File: src/rtl/data_unpack_pkg.sv
// Shared types and sizing helpers for the streaming word-to-packet unpacker.
package data_unpack_pkg;

  // Frame state: RUN accepts words and emits only full packets.
  // DRAIN flushes the rest of a frame, padding the final packet with zeros.
  typedef enum logic {
    RUN   = 1'b0,
    DRAIN = 1'b1
  } unpack_state_t;

  // Accumulator width: one whole word plus the largest residue that can
  // still be waiting, which is PKT_W-1 bits.
  function automatic int acc_width(input int word_w, input int pkt_w);
    return word_w + pkt_w - 32'sd1;
  endfunction

endpackage

File: src/rtl/data_unpack_acc.sv
// Left-aligned bit accumulator with a packet-sized pop and an offset word insert.
// Valid bits occupy acc_q[ACC_W-1 -: fill_q], and every bit below them is zero.
// Because of that, the head packet of a short residue is already zero-padded.
module data_unpack_acc
  import data_unpack_pkg::*;
#(
  parameter int WORD_W = 32,
  parameter int PKT_W  = 7,
  parameter int ACC_W  = acc_width(WORD_W, PKT_W),
  parameter int FILL_W = $clog2(ACC_W + 1)
) (
  input  logic              clk,
  input  logic              rst,
  input  logic              push,
  input  logic              pop,
  input  logic [WORD_W-1:0] in_data,
  output logic [PKT_W-1:0]  head_q,
  output logic [FILL_W-1:0] fill_q
);

  localparam logic [FILL_W-1:0] PKT_F  = FILL_W'(PKT_W);
  localparam logic [FILL_W-1:0] WORD_F = FILL_W'(WORD_W);
  localparam logic [ACC_W-1:0]  ONES   = {ACC_W{1'b1}};

  logic [ACC_W-1:0]  acc_q;
  logic [ACC_W-1:0]  acc_d;
  logic [FILL_W-1:0] fill_d;
  logic [ACC_W-1:0]  acc_pop_s;
  logic [FILL_W-1:0] fill_pop_s;
  logic [ACC_W-1:0]  word_top_s;
  logic [ACC_W-1:0]  word_ins_s;
  logic [ACC_W-1:0]  keep_s;

  // Pop: drop the head packet. A short (padded) head empties the accumulator.
  always_comb begin
    acc_pop_s  = acc_q;
    fill_pop_s = fill_q;
    if (pop) begin
      acc_pop_s = acc_q << PKT_W;
      if (fill_q >= PKT_F) begin
        fill_pop_s = fill_q - PKT_F;
      end else begin
        fill_pop_s = {FILL_W{1'b0}};
      end
    end else begin
      acc_pop_s  = acc_q;
      fill_pop_s = fill_q;
    end
  end

  // Push: place the new word directly below the bits that survive the pop.
  // The handshake only allows a push with at most PKT_W-1 surviving bits,
  // so the shifted word always fits.
  always_comb begin
    word_top_s = ACC_W'(in_data) << (ACC_W - WORD_W);
    word_ins_s = word_top_s >> fill_pop_s;
    keep_s     = ~(ONES >> fill_pop_s);
    acc_d      = acc_pop_s;
    fill_d     = fill_pop_s;
    if (push) begin
      acc_d  = (acc_pop_s & keep_s) | word_ins_s;
      fill_d = fill_pop_s + WORD_F;
    end else begin
      acc_d  = acc_pop_s;
      fill_d = fill_pop_s;
    end
  end

  // Accumulator and fill registers. An asynchronous reset drops all buffered bits.
  always_ff @(posedge clk or posedge rst) begin
    if (rst) begin
      acc_q  <= {ACC_W{1'b0}};
      fill_q <= {FILL_W{1'b0}};
    end else begin
      acc_q  <= acc_d;
      fill_q <= fill_d;
    end
  end

  // The head packet is always the top PKT_W bits.
  assign head_q = acc_q[ACC_W-1 -: PKT_W];

endmodule

File: src/rtl/data_unpack_stream.sv
// Streaming unpacker: MSB-first WORD_W-bit words in, PKT_W-bit packets out,
// with valid/ready on both sides and in_last/out_last frame termination.
module data_unpack_stream
  import data_unpack_pkg::*;
#(
  parameter  int WORD_W = 32,
  parameter  int PKT_W  = 7,
  localparam int ACC_W  = acc_width(WORD_W, PKT_W),
  localparam int FILL_W = $clog2(ACC_W + 1)
) (
  input  logic              clk,
  input  logic              rst,
  input  logic [WORD_W-1:0] in_data,
  input  logic              in_valid,
  input  logic              in_last,
  output logic              in_ready,
  output logic [PKT_W-1:0]  out_data,
  output logic              out_valid,
  output logic              out_last,
  input  logic              out_ready,
  output logic [FILL_W-1:0] fill
);

  if (PKT_W < 1 || PKT_W > WORD_W || WORD_W > 64) begin : g_bad_params
    $error("data_unpack_stream: need 1 <= PKT_W <= WORD_W <= 64");
  end

  localparam logic [31:0] PKT_L  = 32'(PKT_W);
  localparam logic [31:0] PKT2_L = 32'(2 * PKT_W);

  unpack_state_t     state_q;
  unpack_state_t     state_d;
  logic [FILL_W-1:0] fill_q;
  logic [PKT_W-1:0]  head_q;
  logic [31:0]       fill_w_s;
  logic              in_ready_s;
  logic              out_valid_s;
  logic              out_last_s;
  logic              push_s;
  logic              pop_s;

  assign fill_w_s = 32'(fill_q);

  // Handshake outputs. in_ready depends combinationally on out_ready so that a
  // word can be accepted in the same cycle that the pop frees room for it.
  always_comb begin
    in_ready_s  = 1'b0;
    out_valid_s = 1'b0;
    out_last_s  = 1'b0;
    case (state_q)
      RUN: begin
        out_valid_s = (fill_w_s >= PKT_L);
        out_last_s  = 1'b0;
        if (rst) begin
          in_ready_s = 1'b0;
        end else begin
          in_ready_s = (fill_w_s < PKT_L) || ((fill_w_s < PKT2_L) && out_ready);
        end
      end
      DRAIN: begin
        in_ready_s  = 1'b0;
        out_valid_s = (fill_w_s != 32'd0);
        out_last_s  = (fill_w_s != 32'd0) && (fill_w_s <= PKT_L);
      end
      default: begin
        in_ready_s  = 1'b0;
        out_valid_s = 1'b0;
        out_last_s  = 1'b0;
      end
    endcase
  end

  assign push_s = in_valid && in_ready_s;
  assign pop_s  = out_valid_s && out_ready;

  // Next frame state: a last word starts the drain, and the last packet ends it.
  always_comb begin
    state_d = state_q;
    case (state_q)
      RUN: begin
        if (push_s && in_last) begin
          state_d = DRAIN;
        end else begin
          state_d = RUN;
        end
      end
      DRAIN: begin
        if (pop_s && out_last_s) begin
          state_d = RUN;
        end else begin
          state_d = DRAIN;
        end
      end
      default: state_d = RUN;
    endcase
  end

  // Frame state register.
  always_ff @(posedge clk or posedge rst) begin
    if (rst) begin
      state_q <= RUN;
    end else begin
      state_q <= state_d;
    end
  end

  data_unpack_acc #(
    .WORD_W (WORD_W),
    .PKT_W  (PKT_W),
    .ACC_W  (ACC_W),
    .FILL_W (FILL_W)
  ) u_acc (
    .clk     (clk),
    .rst     (rst),
    .push    (push_s),
    .pop     (pop_s),
    .in_data (in_data),
    .head_q  (head_q),
    .fill_q  (fill_q)
  );

  assign in_ready  = in_ready_s;
  assign out_valid = out_valid_s;
  assign out_last  = out_last_s;
  assign out_data  = head_q;
  assign fill      = fill_q;

endmodule

File: config.mk
export PLATFORM = sky130hd
export DESIGN_NAME = data_unpack_stream
export DESIGN_NICKNAME = d
export VERILOG_FILES = /design/src/rtl/data_unpack_pkg.sv /design/src/rtl/data_unpack_acc.sv /design/src/rtl/data_unpack_stream.sv
export SDC_FILE = /design/constraint.sdc
export NUM_CORES = 1
export LEC_CHECK = 0
export CAP_MARGIN = 40
export CELL_PAD_IN_SITES_DETAIL_PLACEMENT = 1
export CELL_PAD_IN_SITES_GLOBAL_PLACEMENT = 1
export CORE_MARGIN = 1.5
export CORE_UTILIZATION = 37
export CTS_CLUSTER_SIZE = 28
export DETAILED_ROUTE_END_ITERATION = 12
export GPL_TIMING_DRIVEN = 0
export PLACE_DENSITY_LB_ADDON = 0.08
export SETUP_SLACK_MARGIN = 0.3
export SLEW_MARGIN = 10
export SYNTH_ARGS = -nofsm -noshare
export SYNTH_HDL_FRONTEND = slang
export SYNTH_SLANG_ARGS = --single-unit
File: constraint.sdc
create_clock -name clk -period 2.7 [get_ports clk]
set_input_delay 0.54 -clock clk [delete_from_list [all_inputs] [get_ports clk]]
set_output_delay 0.54 -clock clk [all_outputs]
set_load 0.1 [all_outputs]
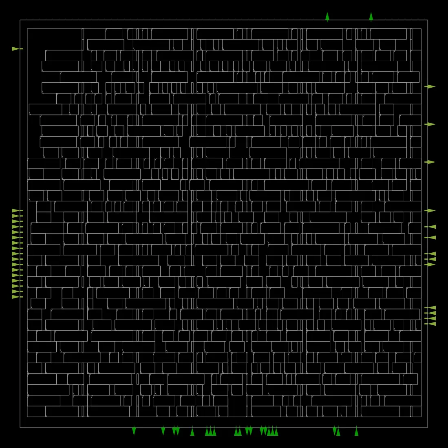
**Above:** cell outlines without signal wires.
Tapcells: 133
register share of the cell area: 0.1688
Non-Filler Instances: 737
CORE AREA: 0.009729 mm²

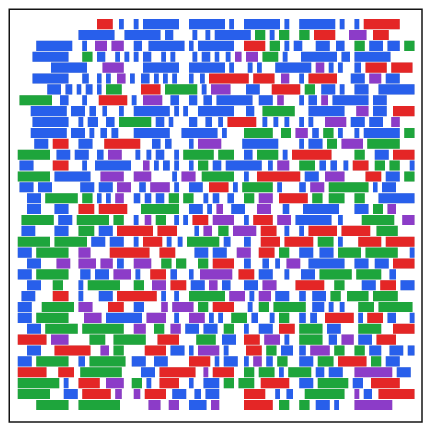
**Above:** drive-strength map.
Drawn at 4 px/µm.
- red: x6 and larger (cells 79; most used buf_6)
- purple: x2 (cells 80; most used a21oi_2)
- blue: x1 and smaller (cells 328; most used nand2_1)
- green: x3 and x4 (cells 117; most used buf_4)

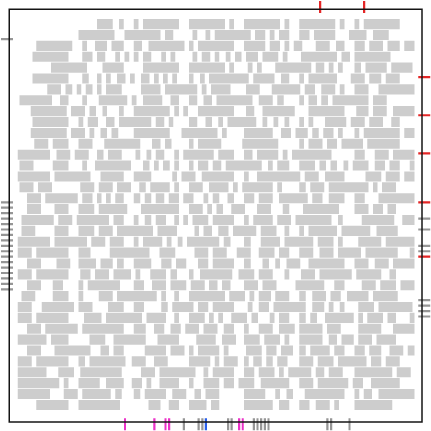
**Above:** I/O pins on the die edge.
Drawn at 4 px/µm. Pins as bars across the die edge, other pins in grey.
- blue: out_ready (pins 1; direction input; edge bottom)
- red: out_data (pins 7; direction output; edge 5 right, 2 top)
- magenta: fill (pins 6; direction output; edge bottom)
- all pins by edge: 20 bottom, 18 left, 13 right, 2 top

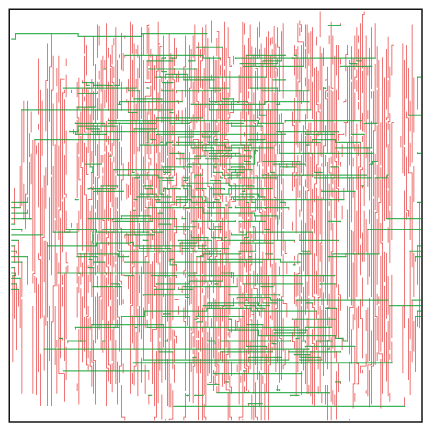
**Above:** wiring by layer.
Drawn at 4 px/µm. Only two layers are drawn.
- green: M3 (wire length 2,680 µm)
- red: M2 (wire length 11,700 µm)

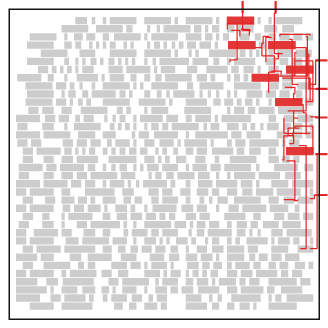
**Above:** nets reached from selected ports.
Drawn at 3 px/µm.
- red: out_data (direction output; end cells 7; buffers 21; wire 451 µm)

==> summary.txt <==
flow finished, numbers: outcome finished with violations, violated checks setup timing, met2 usage 0.6592, post-route setup slack -0.3254 ns, Buffers on Ports between 50 and 60, Placed Area roughly 0.0048 mm², post-layout min period ~3.0 ns, Mux area share 0.2067, Sequential Area 0.001144 mm², synth unique cells 57, gpl congestion 0.8968, RSZ-0062 raised after global routing yes, relative slew slack 0.6670, CP delay by family, top AND-OR/OR-AND gates, Seq share, synth 0.3055, number of instances in the placed design 664, Final setup violation count 38, clk_skew approximately 0.019 ns, top cell category logic gates, CP Data Required Time 2.91 ns, most common cell in the netlist nand2_1, syn nets 500
-- state kept, by name (all words and copies together) (netlist names) --
| signal | cells |
|---|---|
| u_acc.fill_q | 6 |
| state_q | 1 |
| u_acc.acc_q | 38 |
-- final timing paths --
check | cells past startpoint | slack, ns | end
max in group asynchronous | 3 | 1.41 | u_acc.acc_q[10]$_DFF_PP0_
min | 1 | 0.55 | u_acc.acc_q[1]$_DFF_PP0_
max reg2reg | 13 | -0.33 | u_acc.acc_q[19]$_DFF_PP0_
min reg2reg | 1 | 0.55 | u_acc.acc_q[1]$_DFF_PP0_
min in group asynchronous | 2 | 0.73 | u_acc.fill_q[5]$_DFF_PP0_
max | 13 | -0.33 | u_acc.acc_q[19]$_DFF_PP0_
